Fig. 1: the metal 1 layer
Bar = 50 um. Supply wires on this layer in gray.
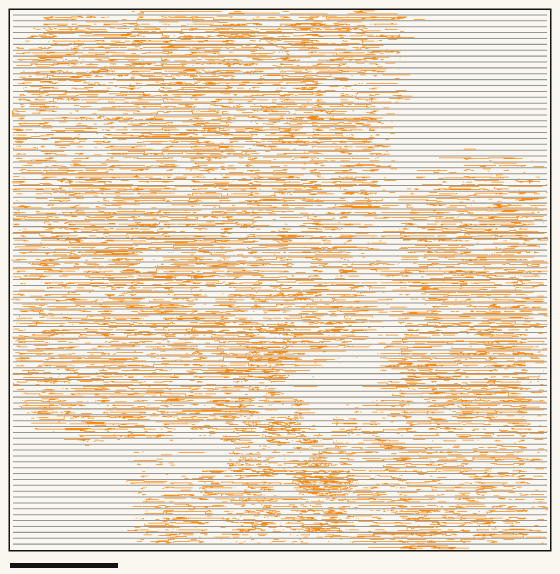
Fig. 2: M2 wires
Bar = 50 um.
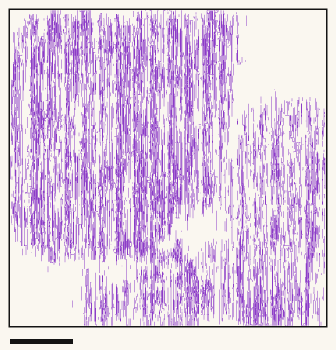
Fig. 3: signal wires on met3
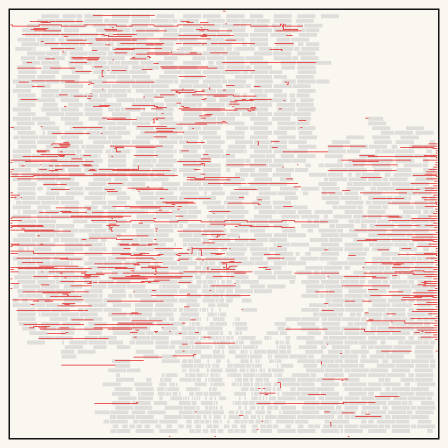
Fig. 4: metal 4
Bar = 50 um. Supply wires on this layer in gray.
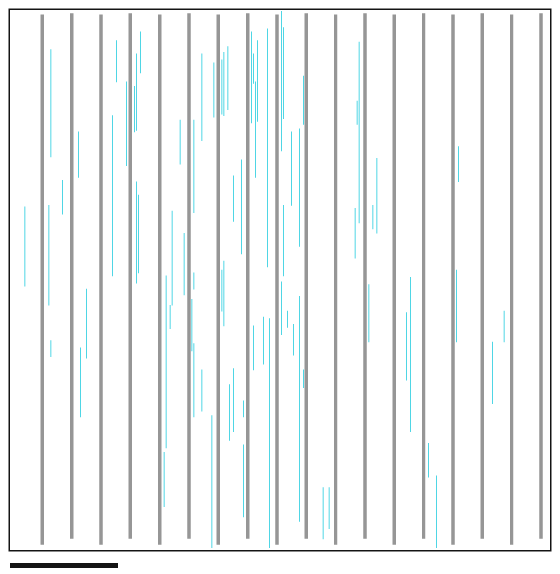
[config.mk]
export PLATFORM = sky130hd
export DESIGN_NAME = axi4_s_bus_wr_fifos_param_flat
export DESIGN_NICKNAME = d
export VERILOG_FILES = /design/src/rtl/axi4_s_bus_wr_fifos_param_if.sv /design/src/rtl/axi4_s_bus_wr_fifos_param.sv /design/src/flat_wrapper.sv
export SDC_FILE = /design/constraint.sdc
export NUM_CORES = 1
export LEC_CHECK = 0
export CAP_MARGIN = 20
export CORE_UTILIZATION = 58
export CTS_CLUSTER_DIAMETER = 50
export DETAILED_ROUTE_END_ITERATION = 6
export MAX_ROUTING_LAYER = met4
export PLACE_DENSITY = 0.83
export SYNTH_ARGS = -nofsm -noshare
export SYNTH_HDL_FRONTEND = slang
export SYNTH_SLANG_ARGS = --single-unit
[constraint.sdc]
create_clock -name clk -period 7.9 [get_ports clk]
set_input_delay 2.37 -clock clk [delete_from_list [all_inputs] [get_ports clk]]
set_output_delay 2.37 -clock clk [all_outputs]
set_load 0.005 [all_outputs]
[src/rtl/axi4_s_bus_wr_fifos_param_if.sv]
`default_nettype none
//------------------------------------------------------------------------------
// Module   : axi4_s_bus_wr_fifos_param_if
// Purpose  : Bundles the AXI4 slave write-path signals (AW/W/B) and the
//            core-side FIFO access signals of axi4_s_bus_wr_fifos_param.
// Modports : slave  - the buffer block (accepts AXI writes, serves the core)
//            master - the environment (AXI master plus core write engine)
// Signals  : s_aw*/s_w*/s_b*         AXI4 slave channel handshakes + payloads
//            aw_rd_*/w_rd_*/b_wr_*   core-side FIFO pop/push ports
//            aw_count/w_count        FIFO occupancies
//            outstanding             accepted AW not yet answered on B
//            burst_ready             AW head present and a full burst buffered
//            err_b_overflow          sticky B FIFO overflow flag
// Revision : 1.0 - initial release
//------------------------------------------------------------------------------
interface axi4_s_bus_wr_fifos_param_if #(
    parameter int AW_W     = 64,
    parameter int W_W      = 37,
    parameter int B_W      = 6,
    parameter int AW_DEPTH = 4,
    parameter int W_DEPTH  = 16
);
    // AXI AW channel
    logic                             s_awvalid;
    logic                             s_awready;
    logic [AW_W-1:0]                  s_aw_flat_in;
    // AXI W channel
    logic                             s_wvalid;
    logic                             s_wready;
    logic [W_W-1:0]                   s_w_flat_in;
    logic                             s_wlast;
    // AXI B channel
    logic                             s_bvalid;
    logic                             s_bready;
    logic [B_W-1:0]                   s_b_flat_out;
    // Core-side AW read port
    logic                             aw_rd_en;
    logic [AW_W-1:0]                  aw_rd_data;
    logic                             aw_rd_empty;
    // Core-side W read port
    logic                             w_rd_en;
    logic [W_W-1:0]                   w_rd_data;
    logic                             w_rd_last;
    logic                             w_rd_empty;
    logic                             burst_ready;
    // Core-side B write port
    logic                             b_wr_en;
    logic [B_W-1:0]                   b_wr_data;
    logic                             b_wr_full;
    // Status
    logic [$clog2(AW_DEPTH+1)-1:0]    aw_count;
    logic [$clog2(W_DEPTH+1)-1:0]     w_count;
    logic [7:0]                       outstanding;
    logic                             err_b_overflow;

    modport slave (
        input  s_awvalid, s_aw_flat_in,
        input  s_wvalid, s_w_flat_in, s_wlast,
        input  s_bready,
        input  aw_rd_en, w_rd_en, b_wr_en, b_wr_data,
        output s_awready, s_wready, s_bvalid, s_b_flat_out,
        output aw_rd_data, aw_rd_empty,
        output w_rd_data, w_rd_last, w_rd_empty, burst_ready,
        output b_wr_full,
        output aw_count, w_count, outstanding, err_b_overflow
    );

    modport master (
        output s_awvalid, s_aw_flat_in,
        output s_wvalid, s_w_flat_in, s_wlast,
        output s_bready,
        output aw_rd_en, w_rd_en, b_wr_en, b_wr_data,
        input  s_awready, s_wready, s_bvalid, s_b_flat_out,
        input  aw_rd_data, aw_rd_empty,
        input  w_rd_data, w_rd_last, w_rd_empty, burst_ready,
        input  b_wr_full,
        input  aw_count, w_count, outstanding, err_b_overflow
    );
endinterface : axi4_s_bus_wr_fifos_param_if
`default_nettype wire

[src/rtl/axi4_s_bus_wr_fifos_param.sv]
`default_nettype none
//------------------------------------------------------------------------------
// Module   : axi4_s_bus_wr_fifos_param
// Purpose  : AXI4 slave write-path buffer. Independent first-word-fall-through
//            FIFOs for AW, W (with WLAST) and B sit between the AXI slave port
//            and a core write engine. AW acceptance is throttled by an
//            outstanding-transaction limit, complete bursts in the W FIFO are
//            counted so the core can start a write only when address and all
//            data are present, and B overflow raises a sticky error.
// Ports    : clk    - clock
//            reset  - synchronous active-high reset
//            bus    - axi4_s_bus_wr_fifos_param_if.slave (AXI + core side)
// Revision : 1.0 - initial release
//------------------------------------------------------------------------------
module axi4_s_bus_wr_fifos_param #(
    parameter int AW_W            = 64,
    parameter int W_W             = 37,
    parameter int B_W             = 6,
    parameter int AW_DEPTH        = 4,
    parameter int W_DEPTH         = 16,
    parameter int B_DEPTH         = 4,
    parameter int MAX_OUTSTANDING = 4
) (
    input  wire logic                      clk,
    input  wire logic                      reset,
    axi4_s_bus_wr_fifos_param_if.slave     bus
);

    //--------------------------------------------------------------------------
    // Widths and typed constants
    //--------------------------------------------------------------------------
    localparam int c_AW_PW = $clog2(AW_DEPTH);
    localparam int c_AW_CW = $clog2(AW_DEPTH + 1);
    localparam int c_W_PW  = $clog2(W_DEPTH);
    localparam int c_W_CW  = $clog2(W_DEPTH + 1);
    localparam int c_B_PW  = $clog2(B_DEPTH);
    localparam int c_B_CW  = $clog2(B_DEPTH + 1);

    localparam logic [c_AW_PW-1:0] c_AW_PTR_ONE = 1;
    localparam logic [c_AW_CW-1:0] c_AW_CNT_ONE = 1;
    localparam logic [c_AW_CW-1:0] c_AW_FULL    = c_AW_CW'(AW_DEPTH);
    localparam logic [c_W_PW-1:0]  c_W_PTR_ONE  = 1;
    localparam logic [c_W_CW-1:0]  c_W_CNT_ONE  = 1;
    localparam logic [c_W_CW-1:0]  c_W_FULL     = c_W_CW'(W_DEPTH);
    localparam logic [c_B_PW-1:0]  c_B_PTR_ONE  = 1;
    localparam logic [c_B_CW-1:0]  c_B_CNT_ONE  = 1;
    localparam logic [c_B_CW-1:0]  c_B_FULL     = c_B_CW'(B_DEPTH);
    localparam logic [7:0]         c_MAX_OUT    = 8'(MAX_OUTSTANDING);
    localparam logic [7:0]         c_OUT_ONE    = 8'd1;

    //--------------------------------------------------------------------------
    // Storage and state
    //--------------------------------------------------------------------------
    logic [AW_W-1:0]    r_aw_mem [AW_DEPTH];
    logic [c_AW_PW-1:0] r_aw_wptr;
    logic [c_AW_PW-1:0] r_aw_rptr;
    logic [c_AW_CW-1:0] r_aw_cnt;

    // W entries carry WLAST in the top bit
    logic [W_W:0]       r_w_mem [W_DEPTH];
    logic [c_W_PW-1:0]  r_w_wptr;
    logic [c_W_PW-1:0]  r_w_rptr;
    logic [c_W_CW-1:0]  r_w_cnt;

    logic [B_W-1:0]     r_b_mem [B_DEPTH];
    logic [c_B_PW-1:0]  r_b_wptr;
    logic [c_B_PW-1:0]  r_b_rptr;
    logic [c_B_CW-1:0]  r_b_cnt;

    logic [7:0]         r_outstanding;
    logic [c_W_CW-1:0]  r_burst_cnt;
    logic               r_err_b_ovf;

    //--------------------------------------------------------------------------
    // Flags, handshakes, effective push/pop
    //--------------------------------------------------------------------------
    logic         w_aw_full, w_aw_empty, w_aw_push, w_aw_pop, w_awready;
    logic         w_w_full,  w_w_empty,  w_w_push,  w_w_pop,  w_wready;
    logic         w_b_full,  w_b_empty,  w_b_push,  w_b_pop;
    logic [W_W:0] w_w_head;
    logic         w_burst_in, w_burst_out;

    assign w_aw_full  = (r_aw_cnt == c_AW_FULL);
    assign w_aw_empty = (r_aw_cnt == '0);
    assign w_w_full   = (r_w_cnt == c_W_FULL);
    assign w_w_empty  = (r_w_cnt == '0);
    assign w_b_full   = (r_b_cnt == c_B_FULL);
    assign w_b_empty  = (r_b_cnt == '0);

    // AW acceptance also waits on the outstanding-transaction budget
    assign w_awready = ~reset & ~w_aw_full & (r_outstanding < c_MAX_OUT);
    assign w_wready  = ~reset & ~w_w_full;

    // Push/pop qualified by full/empty: a push into a full FIFO is dropped
    // even if a pop happens in the same cycle (no full bypass).
    assign w_aw_push = bus.s_awvalid & w_awready;
    assign w_aw_pop  = bus.aw_rd_en  & ~w_aw_empty;
    assign w_w_push  = bus.s_wvalid  & w_wready;
    assign w_w_pop   = bus.w_rd_en   & ~w_w_empty;
    assign w_b_push  = bus.b_wr_en   & ~w_b_full;
    // The B pop is exactly the AXI B handshake since s_bvalid = ~empty
    assign w_b_pop   = bus.s_bready  & ~w_b_empty;

    assign w_w_head    = r_w_mem[r_w_rptr];
    assign w_burst_in  = w_w_push & bus.s_wlast;
    assign w_burst_out = w_w_pop  & w_w_head[W_W];

    //--------------------------------------------------------------------------
    // FIFO storage (no reset needed: contents are qualified by the counts)
    //--------------------------------------------------------------------------
    always_ff @(posedge clk) begin
        if (w_aw_push) begin
            r_aw_mem[r_aw_wptr] <= bus.s_aw_flat_in;
        end
        if (w_w_push) begin
            r_w_mem[r_w_wptr] <= {bus.s_wlast, bus.s_w_flat_in};
        end
        if (w_b_push) begin
            r_b_mem[r_b_wptr] <= bus.b_wr_data;
        end
    end

    //--------------------------------------------------------------------------
    // AW FIFO pointers and occupancy
    //--------------------------------------------------------------------------
    always_ff @(posedge clk) begin
        if (reset) begin
            r_aw_wptr <= '0;
            r_aw_rptr <= '0;
            r_aw_cnt  <= '0;
        end else begin
            if (w_aw_push) r_aw_wptr <= r_aw_wptr + c_AW_PTR_ONE;
            if (w_aw_pop)  r_aw_rptr <= r_aw_rptr + c_AW_PTR_ONE;
            case ({w_aw_push, w_aw_pop})
                2'b10:   r_aw_cnt <= r_aw_cnt + c_AW_CNT_ONE;
                2'b01:   r_aw_cnt <= r_aw_cnt - c_AW_CNT_ONE;
                default: r_aw_cnt <= r_aw_cnt;
            endcase
        end
    end

    //--------------------------------------------------------------------------
    // W FIFO pointers and occupancy
    //--------------------------------------------------------------------------
    always_ff @(posedge clk) begin
        if (reset) begin
            r_w_wptr <= '0;
            r_w_rptr <= '0;
            r_w_cnt  <= '0;
        end else begin
            if (w_w_push) r_w_wptr <= r_w_wptr + c_W_PTR_ONE;
            if (w_w_pop)  r_w_rptr <= r_w_rptr + c_W_PTR_ONE;
            case ({w_w_push, w_w_pop})
                2'b10:   r_w_cnt <= r_w_cnt + c_W_CNT_ONE;
                2'b01:   r_w_cnt <= r_w_cnt - c_W_CNT_ONE;
                default: r_w_cnt <= r_w_cnt;
            endcase
        end
    end

    //--------------------------------------------------------------------------
    // B FIFO pointers, occupancy and sticky overflow flag
    //--------------------------------------------------------------------------
    always_ff @(posedge clk) begin
        if (reset) begin
            r_b_wptr    <= '0;
            r_b_rptr    <= '0;
            r_b_cnt     <= '0;
            r_err_b_ovf <= 1'b0;
        end else begin
            if (w_b_push) r_b_wptr <= r_b_wptr + c_B_PTR_ONE;
            if (w_b_pop)  r_b_rptr <= r_b_rptr + c_B_PTR_ONE;
            case ({w_b_push, w_b_pop})
                2'b10:   r_b_cnt <= r_b_cnt + c_B_CNT_ONE;
                2'b01:   r_b_cnt <= r_b_cnt - c_B_CNT_ONE;
                default: r_b_cnt <= r_b_cnt;
            endcase
            if (bus.b_wr_en & w_b_full) begin
                r_err_b_ovf <= 1'b1;
            end
        end
    end

    //--------------------------------------------------------------------------
    // Outstanding-transaction counter. A B handshake with nothing
    // outstanding is a core protocol error; it is absorbed, not wrapped.
    // MAX_OUTSTANDING <= 255 keeps the increment from overflowing.
    //--------------------------------------------------------------------------
    always_ff @(posedge clk) begin
        if (reset) begin
            r_outstanding <= '0;
        end else if (w_aw_push & ~w_b_pop) begin
            r_outstanding <= r_outstanding + c_OUT_ONE;
        end else if (~w_aw_push & w_b_pop & (r_outstanding != '0)) begin
            r_outstanding <= r_outstanding - c_OUT_ONE;
        end
    end

    //--------------------------------------------------------------------------
    // Complete-burst counter: WLAST beats currently held in the W FIFO.
    // It can never exceed W_DEPTH, so its width matches the W occupancy.
    //--------------------------------------------------------------------------
    always_ff @(posedge clk) begin
        if (reset) begin
            r_burst_cnt <= '0;
        end else begin
            case ({w_burst_in, w_burst_out})
                2'b10:   r_burst_cnt <= r_burst_cnt + c_W_CNT_ONE;
                2'b01:   r_burst_cnt <= r_burst_cnt - c_W_CNT_ONE;
                default: r_burst_cnt <= r_burst_cnt;
            endcase
        end
    end

    //--------------------------------------------------------------------------
    // Outputs
    //--------------------------------------------------------------------------
    assign bus.s_awready      = w_awready;
    assign bus.s_wready       = w_wready;
    assign bus.s_bvalid       = ~w_b_empty;
    assign bus.s_b_flat_out   = r_b_mem[r_b_rptr];

    assign bus.aw_rd_data     = r_aw_mem[r_aw_rptr];
    assign bus.aw_rd_empty    = w_aw_empty;
    assign bus.w_rd_data      = w_w_head[W_W-1:0];
    assign bus.w_rd_last      = w_w_head[W_W];
    assign bus.w_rd_empty     = w_w_empty;
    assign bus.burst_ready    = ~w_aw_empty & (r_burst_cnt != '0);
    assign bus.b_wr_full      = w_b_full;

    assign bus.aw_count       = r_aw_cnt;
    assign bus.w_count        = r_w_cnt;
    assign bus.outstanding    = r_outstanding;
    assign bus.err_b_overflow = r_err_b_ovf;

endmodule : axi4_s_bus_wr_fifos_param
`default_nettype wire

[src/flat_wrapper.sv]
// flat-port wrapper written by rule: the top's interface ports become plain ports
module axi4_s_bus_wr_fifos_param_flat 
#(
    parameter int AW_W            = 64,
    parameter int W_W             = 37,
    parameter int B_W             = 6,
    parameter int AW_DEPTH        = 4,
    parameter int W_DEPTH         = 16,
    parameter int B_DEPTH         = 4,
    parameter int MAX_OUTSTANDING = 4
)
  (clk, reset, bus_s_awvalid, bus_s_aw_flat_in, bus_s_wvalid, bus_s_w_flat_in, bus_s_wlast, bus_s_bready, bus_aw_rd_en, bus_w_rd_en, bus_b_wr_en, bus_b_wr_data, bus_s_awready, bus_s_wready, bus_s_bvalid, bus_s_b_flat_out, bus_aw_rd_data, bus_aw_rd_empty, bus_w_rd_data, bus_w_rd_last, bus_w_rd_empty, bus_burst_ready, bus_b_wr_full, bus_aw_count, bus_w_count, bus_outstanding, bus_err_b_overflow);
  axi4_s_bus_wr_fifos_param_if #(.AW_W(AW_W), .W_W(W_W), .B_W(B_W), .AW_DEPTH(AW_DEPTH), .W_DEPTH(W_DEPTH)) bus_i ();
  input  wire logic clk;
  input  wire logic reset;
  input wire logic [$bits(bus_i.s_awvalid)-1:0] bus_s_awvalid;
  input wire logic [$bits(bus_i.s_aw_flat_in)-1:0] bus_s_aw_flat_in;
  input wire logic [$bits(bus_i.s_wvalid)-1:0] bus_s_wvalid;
  input wire logic [$bits(bus_i.s_w_flat_in)-1:0] bus_s_w_flat_in;
  input wire logic [$bits(bus_i.s_wlast)-1:0] bus_s_wlast;
  input wire logic [$bits(bus_i.s_bready)-1:0] bus_s_bready;
  input wire logic [$bits(bus_i.aw_rd_en)-1:0] bus_aw_rd_en;
  input wire logic [$bits(bus_i.w_rd_en)-1:0] bus_w_rd_en;
  input wire logic [$bits(bus_i.b_wr_en)-1:0] bus_b_wr_en;
  input wire logic [$bits(bus_i.b_wr_data)-1:0] bus_b_wr_data;
  output wire logic [$bits(bus_i.s_awready)-1:0] bus_s_awready;
  output wire logic [$bits(bus_i.s_wready)-1:0] bus_s_wready;
  output wire logic [$bits(bus_i.s_bvalid)-1:0] bus_s_bvalid;
  output wire logic [$bits(bus_i.s_b_flat_out)-1:0] bus_s_b_flat_out;
  output wire logic [$bits(bus_i.aw_rd_data)-1:0] bus_aw_rd_data;
  output wire logic [$bits(bus_i.aw_rd_empty)-1:0] bus_aw_rd_empty;
  output wire logic [$bits(bus_i.w_rd_data)-1:0] bus_w_rd_data;
  output wire logic [$bits(bus_i.w_rd_last)-1:0] bus_w_rd_last;
  output wire logic [$bits(bus_i.w_rd_empty)-1:0] bus_w_rd_empty;
  output wire logic [$bits(bus_i.burst_ready)-1:0] bus_burst_ready;
  output wire logic [$bits(bus_i.b_wr_full)-1:0] bus_b_wr_full;
  output wire logic [$bits(bus_i.aw_count)-1:0] bus_aw_count;
  output wire logic [$bits(bus_i.w_count)-1:0] bus_w_count;
  output wire logic [$bits(bus_i.outstanding)-1:0] bus_outstanding;
  output wire logic [$bits(bus_i.err_b_overflow)-1:0] bus_err_b_overflow;
  assign bus_i.s_awvalid = bus_s_awvalid;
  assign bus_i.s_aw_flat_in = bus_s_aw_flat_in;
  assign bus_i.s_wvalid = bus_s_wvalid;
  assign bus_i.s_w_flat_in = bus_s_w_flat_in;
  assign bus_i.s_wlast = bus_s_wlast;
  assign bus_i.s_bready = bus_s_bready;
  assign bus_i.aw_rd_en = bus_aw_rd_en;
  assign bus_i.w_rd_en = bus_w_rd_en;
  assign bus_i.b_wr_en = bus_b_wr_en;
  assign bus_i.b_wr_data = bus_b_wr_data;
  assign bus_s_awready = bus_i.s_awready;
  assign bus_s_wready = bus_i.s_wready;
  assign bus_s_bvalid = bus_i.s_bvalid;
  assign bus_s_b_flat_out = bus_i.s_b_flat_out;
  assign bus_aw_rd_data = bus_i.aw_rd_data;
  assign bus_aw_rd_empty = bus_i.aw_rd_empty;
  assign bus_w_rd_data = bus_i.w_rd_data;
  assign bus_w_rd_last = bus_i.w_rd_last;
  assign bus_w_rd_empty = bus_i.w_rd_empty;
  assign bus_burst_ready = bus_i.burst_ready;
  assign bus_b_wr_full = bus_i.b_wr_full;
  assign bus_aw_count = bus_i.aw_count;
  assign bus_w_count = bus_i.w_count;
  assign bus_outstanding = bus_i.outstanding;
  assign bus_err_b_overflow = bus_i.err_b_overflow;
  axi4_s_bus_wr_fifos_param #(.AW_W(AW_W), .W_W(W_W), .B_W(B_W), .AW_DEPTH(AW_DEPTH), .W_DEPTH(W_DEPTH), .B_DEPTH(B_DEPTH), .MAX_OUTSTANDING(MAX_OUTSTANDING)) u_core (.clk(clk), .reset(reset), .bus(bus_i));
endmodule
==> results.txt <==
fresh numbers from the pnr run: DRC viols 0, Via density 6.42, HP Start u_core.bus.err_b_overflow$_SDFFE_PP0P_, Sw Share 24.8%, Compound Share, Synth 0.847%, Lkg Pwr 13.2 nW, Max transition margin 25.2%, most instantiated logic cell after routing edfxtp_1, Logic pwr share 18.0%, Num CTS Buffers 95, clk latency late pin 0.66 ns, Worst R2R Path Depth 12, share of cells above drive strength 1 24.8%, crit-path max FO 49, initial antenna violation count 6, internal power 9.43 mW, Worst EP arrival 3.82 ns, crit path buf inv count 3, Tightest Pin Transition 1.12 ns, cell area after layout 42400 sq um, Slew Limit Fails 0, # rows 90, Die W 250 um, Final setup viols 0, count of boundary I/O pins 248, largest net degree at the start of global routing 62, H-tree levels 3, drt wl/cell 30.1 um, slowest stage delay, CP 0.65 ns, Post-CTS Setup Bufs 0, CTS Sinks 937, Seq/Total Area, Yosys 77.6%, DRT iter0 DRCs 1836, cts repair resizes 0, Synth-to-Final Area Change 18.9%, hold worst-path end u_core.bus.err_b_overflow$_SDFFE_PP0P_, Seq group 5.85 mW, Clk. pwr 4.43 mW, routability cong. 0.811, critical path launch point type primary input, chip height 250 um, first-pass GRT wire length 119000 um, Final Skew 0.0287 ns, global route total overflow 0, Tmin final 6.19 ns, Adders+Majority by Area 1.30%, clk root buf clkbuf_16, critical-path cell with the highest stage delay buf_2, reg-to-reg critical path endpoint u_core.r_burst_cnt[4]$_SDFFE_PP0P_, Comb. pwr 2.26 mW, FP Util 58.9%, DP HPWL 43000 um, Setup Total Neg Slack 0 ns, All-Layer GR Usage 27.3%, Crit path max-delay family buffers and inverters, First-pass DRT Iterations 5, reg-to-reg slack, setup 3.54 ns, Setup Crit Path Kind primary input to primary output, MUX area fraction 16.8%, Synth Instances 1536, Yosys chip area 35600 sq um, input/output buffers 247, post-route ant nets 0, max frequency 162 MHz, Peak VDD IR 0.206 mV, Top Consumer sequential cells, Critical Path, Cell by Cell buf_2 -> inv_1 -> and4_2 -> clkdlybuf4s50_1, Mapped Area 35600 sq um, max-cap violation count 0, xor/xnor share 0.615%, CTS max path bufs 3, Largest logic family multiplexers, register bit total from synthesis 937, Net Count, Synth 1686, Net Sw Power 3.11 mW, Hold WC Path Type flop to flop, Tcrit/Tclk final 78.4%, YS warnings 0, nets@finish 1999, Hold Path Depth 2, tool warnings 36, P per Cell Area 296 nW/um^2, status completed, most frequent cells in the layout edfxtp_1 (888), mux4_2 (260), clkdlybuf4s50_1 (246), core region area 60500 sq um, post-placement cell area 39200 sq um, type of destination of the critical path primary output, final hold vios 0, die area 62400 sq um, Synth Area per Inst 23.2 sq um, RSZ-0062 raised after global routing false, Clock transition at path regs 0.06 ns, CTS tree built, number of buffers added to fix hold violations after cts 0, Flop pwr share 46.7%, vias in the first global route 18300, clock group share of total power 35.3%, # Cells Yosys 1536, power consumption 12.5 mW, simple-gate share of the synthesized area 1.66%, Synth cell types 44, WP data required 5.53 ns
-- Fig. 1 (at the start) --
The longest straight run is 60.7 um. 1906 nets have wire on it. The layer holds 36% of the routed length.
Routed WL: 81800 um
met1 Usage GRT: 33.0%

-- Fig. 2 (at the start) --
The layer carries 43.1 mm of wire. The layer holds 53% of the routed length. The wires run mostly vertical.
grt met2 use: 45.8%
routed vias: 17400

-- Fig. 3 (at the start) --
The layer holds 8.5% of the routed length. The layer carries 6980 um of wire. 363 nets have wire on it. The longest straight run is 84.0 um.
GR Util met3: 5.62%

-- Fig. 4 (at the start) --
The wires run mostly vertical. The layer holds 3.1% of the routed length. The layer carries 2570 um of wire. 48 nets have wire on it.

## layer usage
layer  vias to the layer above  part of all wire (%)  global-route usage [%]
met4                         0                   3.1                    9.82
met3                       170                   8.5                    5.62
met1                      9114                    36                    33.0
met2                      1055                    53                    45.8
met5                         -                     0                       -
li1                       7082                     -                       -
## how the worst max path moves through the flow
stage / start / to / slack, ns / cells past startpoint
floorplan: bus_s_wvalid / u_core.r_w_mem[3][0]$_DFFE_PP_ / 1.71 / 4
global placement: reset / bus_s_awready / 1.68 / 4
detailed placement: reset / bus_s_awready / 1.71 / 4
CTS: flop / bus_w_rd_data[2] / 1.49 / 4
global route: reset / bus_s_awready / 1.58 / 4
finish: reset / bus_s_awready / 1.71 / 4
## flip-flops by register name, summed over array words and instances, names as in the netlist, named ones only
name	cells
u_core.bus.aw_count	3
u_core.r_aw_mem	256
u_core.bus.err_b_overflow	1
u_core.r_b_mem	24
u_core.r_aw_wptr	2
u_core.r_b_wptr	2
u_core.r_burst_cnt	5
u_core.r_aw_rptr	2
u_core.r_w_mem	608
u_core.bus.outstanding	8
u_core.r_w_wptr	4
u_core.bus.w_count	5
u_core.r_b_rptr	2
u_core.r_w_rptr	4
u_core.r_b_cnt	3
## stage by stage
| stage | hold WS, ns | setup WS (ns) | utilization (%) | std cells |
|---|---|---|---|---|
| after global routing | 0.526 | 1.58 | 70.0 | 2714 |
| after floorplan | 0.453 | 1.71 | - | 1536 |
| final | 0.506 | 1.71 | 70.0 | 2714 |
| after detailed placement | 0.489 | 1.71 | 64.8 | 2532 |
| after global placement | 0.452 | 1.68 | 64.7 | 2530 |
| after CTS | 0.496 | 1.49 | 69.9 | 2706 |
## cell type report
type / instances / area, sq um
Antenna cell: 6 / 15.0
Timing Repair Buffer: 286 / 2840
Fill cell: 3377 / 18100
Multi-Input combinational cell: 499 / 7650
Sequential cell: 937 / 27700
Tap cell: 782 / 978
Clock inverter: 51 / 538
Inverter: 30 / 113
Clock buffer: 123 / 2560
## synthesized netlist by cell type (all sizes together)
master,number,area (sq um)
and4,2,21.3
inv,30,113
edfxtp,888,26700
and2,9,60.1
mux4,260,5860
a211oi,4,47.5
mux2,2,22.5
a21o,3,22.5
xor2,17,149
buf,33,178
or3,2,12.5
or3b,3,28.8
nand4,2,12.5
and3,3,18.8
nor2,58,218
o21ai,7,35.0
a21oi,23,115
nor3,10,50.1
nor4,2,12.5
xnor2,8,70.1
nand2,15,56.3
or4,3,22.5
clkbuf,37,139
nor2b,8,50.1
o21a,1,7.51
a31oi,1,6.26
ha,29,363
o31ai,6,50.1
fa,5,100
mux2i,9,90.1
dfxtp,49,981
o2111ai,1,8.76
nand3,2,10.0
o221ai,1,8.76
nand2b,3,18.8
## worst min-delay path: stages, from the launching register on
cell and delay (ns):
dfxtp_1 0.33, a21oi_1 0.05, nor2_1 0.09
## cell families after synthesis
group	count (synthesis)
XOR/XNOR	25
AND-OR/OR-AND	47
flip-flops	937
buffers and inverters	100
adder cells (fa/ha/maj)	34
AND/OR/NAND/NOR	122
multiplexers	271
No activity file was given, so power comes from the tool's default toggle rates.
